Fig. 1: routed clock nets over the placement
Bar = 20 µm.
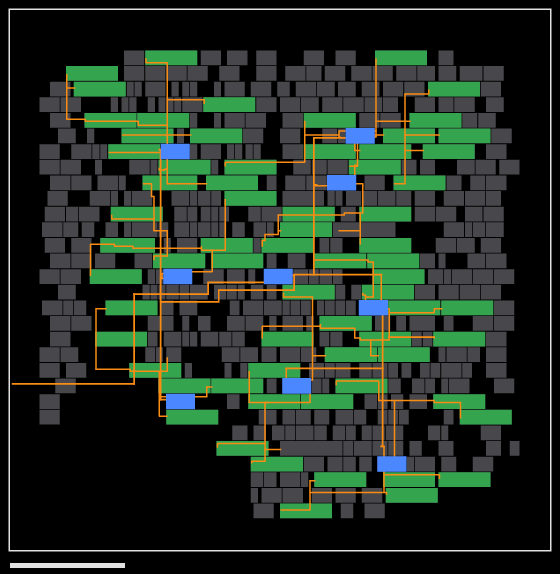
Fig. 2: cell classes on the final placement
Bar = 20 µm.
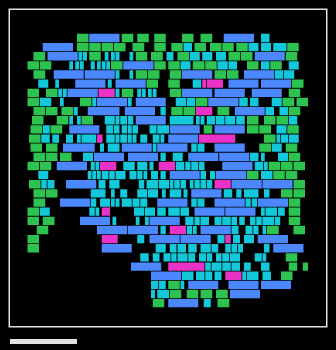
Fig. 3: congestion heat map
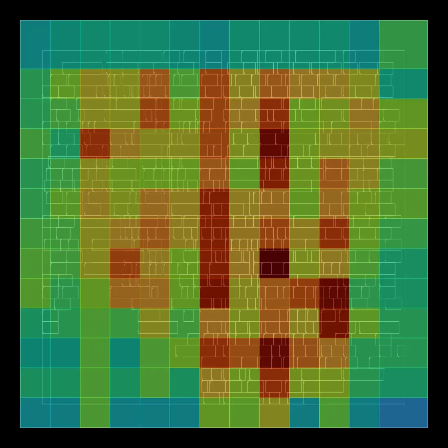
Fig. 4: where the registers sit
Bar = 20 µm. Other sequential cells in the stronger gray, the rest of the logic in the fainter gray.
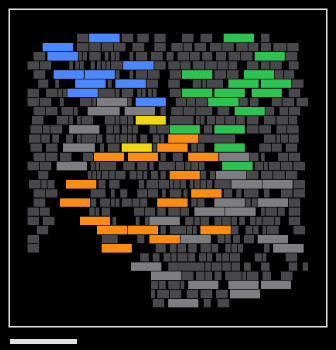
==> config.mk <==
export PLATFORM = sky130hd
export DESIGN_NAME = capture_sequencer
export DESIGN_NICKNAME = d
export VERILOG_FILES = /design/src/rtl/capture_sequencer.sv
export SDC_FILE = /design/constraint.sdc
export NUM_CORES = 1
export LEC_CHECK = 0
export CORE_MARGIN = 5
export CORE_UTILIZATION = 48
export CTS_BUF_LIST = sky130_fd_sc_hd__clkbuf_8
export CTS_CLUSTER_SIZE = 12
export DETAILED_ROUTE_END_ITERATION = 8
export PLACE_DENSITY = 0.92
export SLEW_MARGIN = 20
export SYNTH_ARGS = -nofsm -noshare
export SYNTH_HDL_FRONTEND = slang
export SYNTH_SLANG_ARGS = --single-unit
==> constraint.sdc <==
create_clock -name iCLK -period 5.2 [get_ports iCLK]
set_input_delay 0.52 -clock iCLK [delete_from_list [all_inputs] [get_ports iCLK]]
set_output_delay 0.52 -clock iCLK [all_outputs]
set_load 0.01 [all_outputs]
==> summary.txt <==
Physical implementation

The flow ran to the end, and the final reports show no timing, DRC or antenna violations. The clock net sink count is 68. The worst slack at placement is 1770 ps. Total power normalized to cell area comes to 248 mW/mm².

The yosys stat cell total is 340. Detailed routing inserted a total of 3,148 vias. The via count of the first global-routing pass came to 3,160. The max-slew headroom at the worst pin is 30.5%. Per the layout report, the design carries 6 non-clock inverters. Hold-check failures listed in the final report amount to 0. The critical path data arrival time is 2930 ps. For reference, the critical path cell chain is clkdlybuf4s50_1 > o21a_1 > a311o_2 > inv_1 > nor2_1 > a21o_1. The die boundary height is 94 µm. In this run, synthesis inferred 0 flip-flops with an integrated enable.

The number of primary I/O pins is 139. The largest net degree at the start of global routing is 69. The synthesized net count is 425. Ranking logic cells in the layout by count gives the top entries sky130_fd_sc_hd__clkdlybuf4s50_1, sky130_fd_sc_hd__dfrtp_1, sky130_fd_sc_hd__nand2_1.

The number of cells on the worst reg-to-reg path is 5. Across every metal layer, demand over resource in global routing totals 21.1%. The fraction of final cell area spent on clock buffers and inverters in this run is 4.31%. The filler cell count in the final layout is 505. Counting pins that exceed their max-slew limit in the final report gives 0.

The global-route wire length before repair is 14.7 mm. Once the clock tree was built, the setup fixing pass inserted 0 buffers. The portion of the clock cycle consumed by the worst path in the final layout is 50.9%.

The global placement routability congestion is 0.862. The register bit count reported by yosys is 68. Per the OpenROAD floorplan log, the area of the die is 0.00884 mm². Multi-input logic gates represent a cell area share of 31.9%. The leftover overflow at the end of global routing is 0.

Before placement the cells fill 49.6% of the core. The element type at the critical path start is an input port. The initial antenna violation count came to 0. Yosys mapped the design onto 46 distinct sky130hd cell types. In the post-route report, total wirelength is listed as 9.21 mm. The register clock-pin slew on the reported worst setup and hold paths is 70 ps. Summed over all failing endpoints, the final setup total negative slack is 0 ps. The design has 68 sequential cells. CTS added clock buffers totalling 9. Ranked by instance count, the synthesized netlist is headed by sky130_fd_sc_hd__dfrtp_1, sky130_fd_sc_hd__nand2_1, sky130_fd_sc_hd__a21o_1, sky130_fd_sc_hd__nand3_1. The overall power consumption is 1.18 mW. The worst IR drop on VDD is 0.133 mV. The worst setup path is of the in2reg kind. The area growth from synthesis to layout is 40.6%. The repair_antennas step left the layout with diodes totalling 0.

The sum of buffers and inverters on the critical path is 2. The worst-path cell with the longest stage delay is sky130_fd_sc_hd__nor2_1. The fraction of final layout cells with drive strength greater than 1 is 4.89%.
## Picture notes: Fig. 1
Key: green = flip-flops [count 68]; blue = clock-net drivers [count 9]; orange = clock wires [length 842 µm]
There are 10 routed clock nets.
clock network power consumption: 0.462 mW
Latency at later pin: 350 ps
Clock power frac: 39.1%
worst setup skew after layout: 9.22 ps

## Picture notes: Fig. 2
Key: cyan = remaining logic cells [cells 247]; blue = registers [cells 68]; magenta = clock drivers and dummy loads [cells 15]; green = remaining buffers and delay cells [cells 120]
total number of placement rows: 30
total core area: 0.00683 mm²

## Picture notes: Fig. 3
Routed wire per std cell: 16.9 µm
met2 Track Usage GR: 37.6%

## Picture notes: Fig. 4
Key: green = `oMemAddr` [flops 15, where upper right]; orange = `frame_cnt` [flops 16, where center]; blue = `oMemData` [flops 10, where upper left]; yellow = `state` [flops 2]
Another 25 sequential cells are not colored.
power in sequential cells: 0.566 mW
final core utilization: 69.7%
flop share of the area: 35.8%
FF/Latch Area: 0.00170 mm²

routing by layer:
layer | GRT usage (%) | routed length, µm | up-vias
met1 | 23.4 | 3430 | 1530
met5 | 0 | 0 | -
met3 | 5.45 | 796 | 20
li1 | - | - | 1448
met4 | 9.63 | 138 | 0
met2 | 37.6 | 4840 | 150
kinds of logic after synthesis:
group	synth area share, %
adder cells (fa/ha/maj)	1.11
XOR/XNOR	2.07
buffers and inverters	4.91
flip-flops	50.3
multiplexers	2.66
AND/OR/NAND/NOR	24.7
AND-OR/OR-AND	14.3
power by group:
part | internal (mW) | switching (mW) | leakage, nW
registers | 0.551 | 0.0143 | 0.921
clock network | 0.264 | 0.198 | 0.106
logic | 0.0970 | 0.0549 | 1.07
Power is estimated from default activity; no workload was simulated.
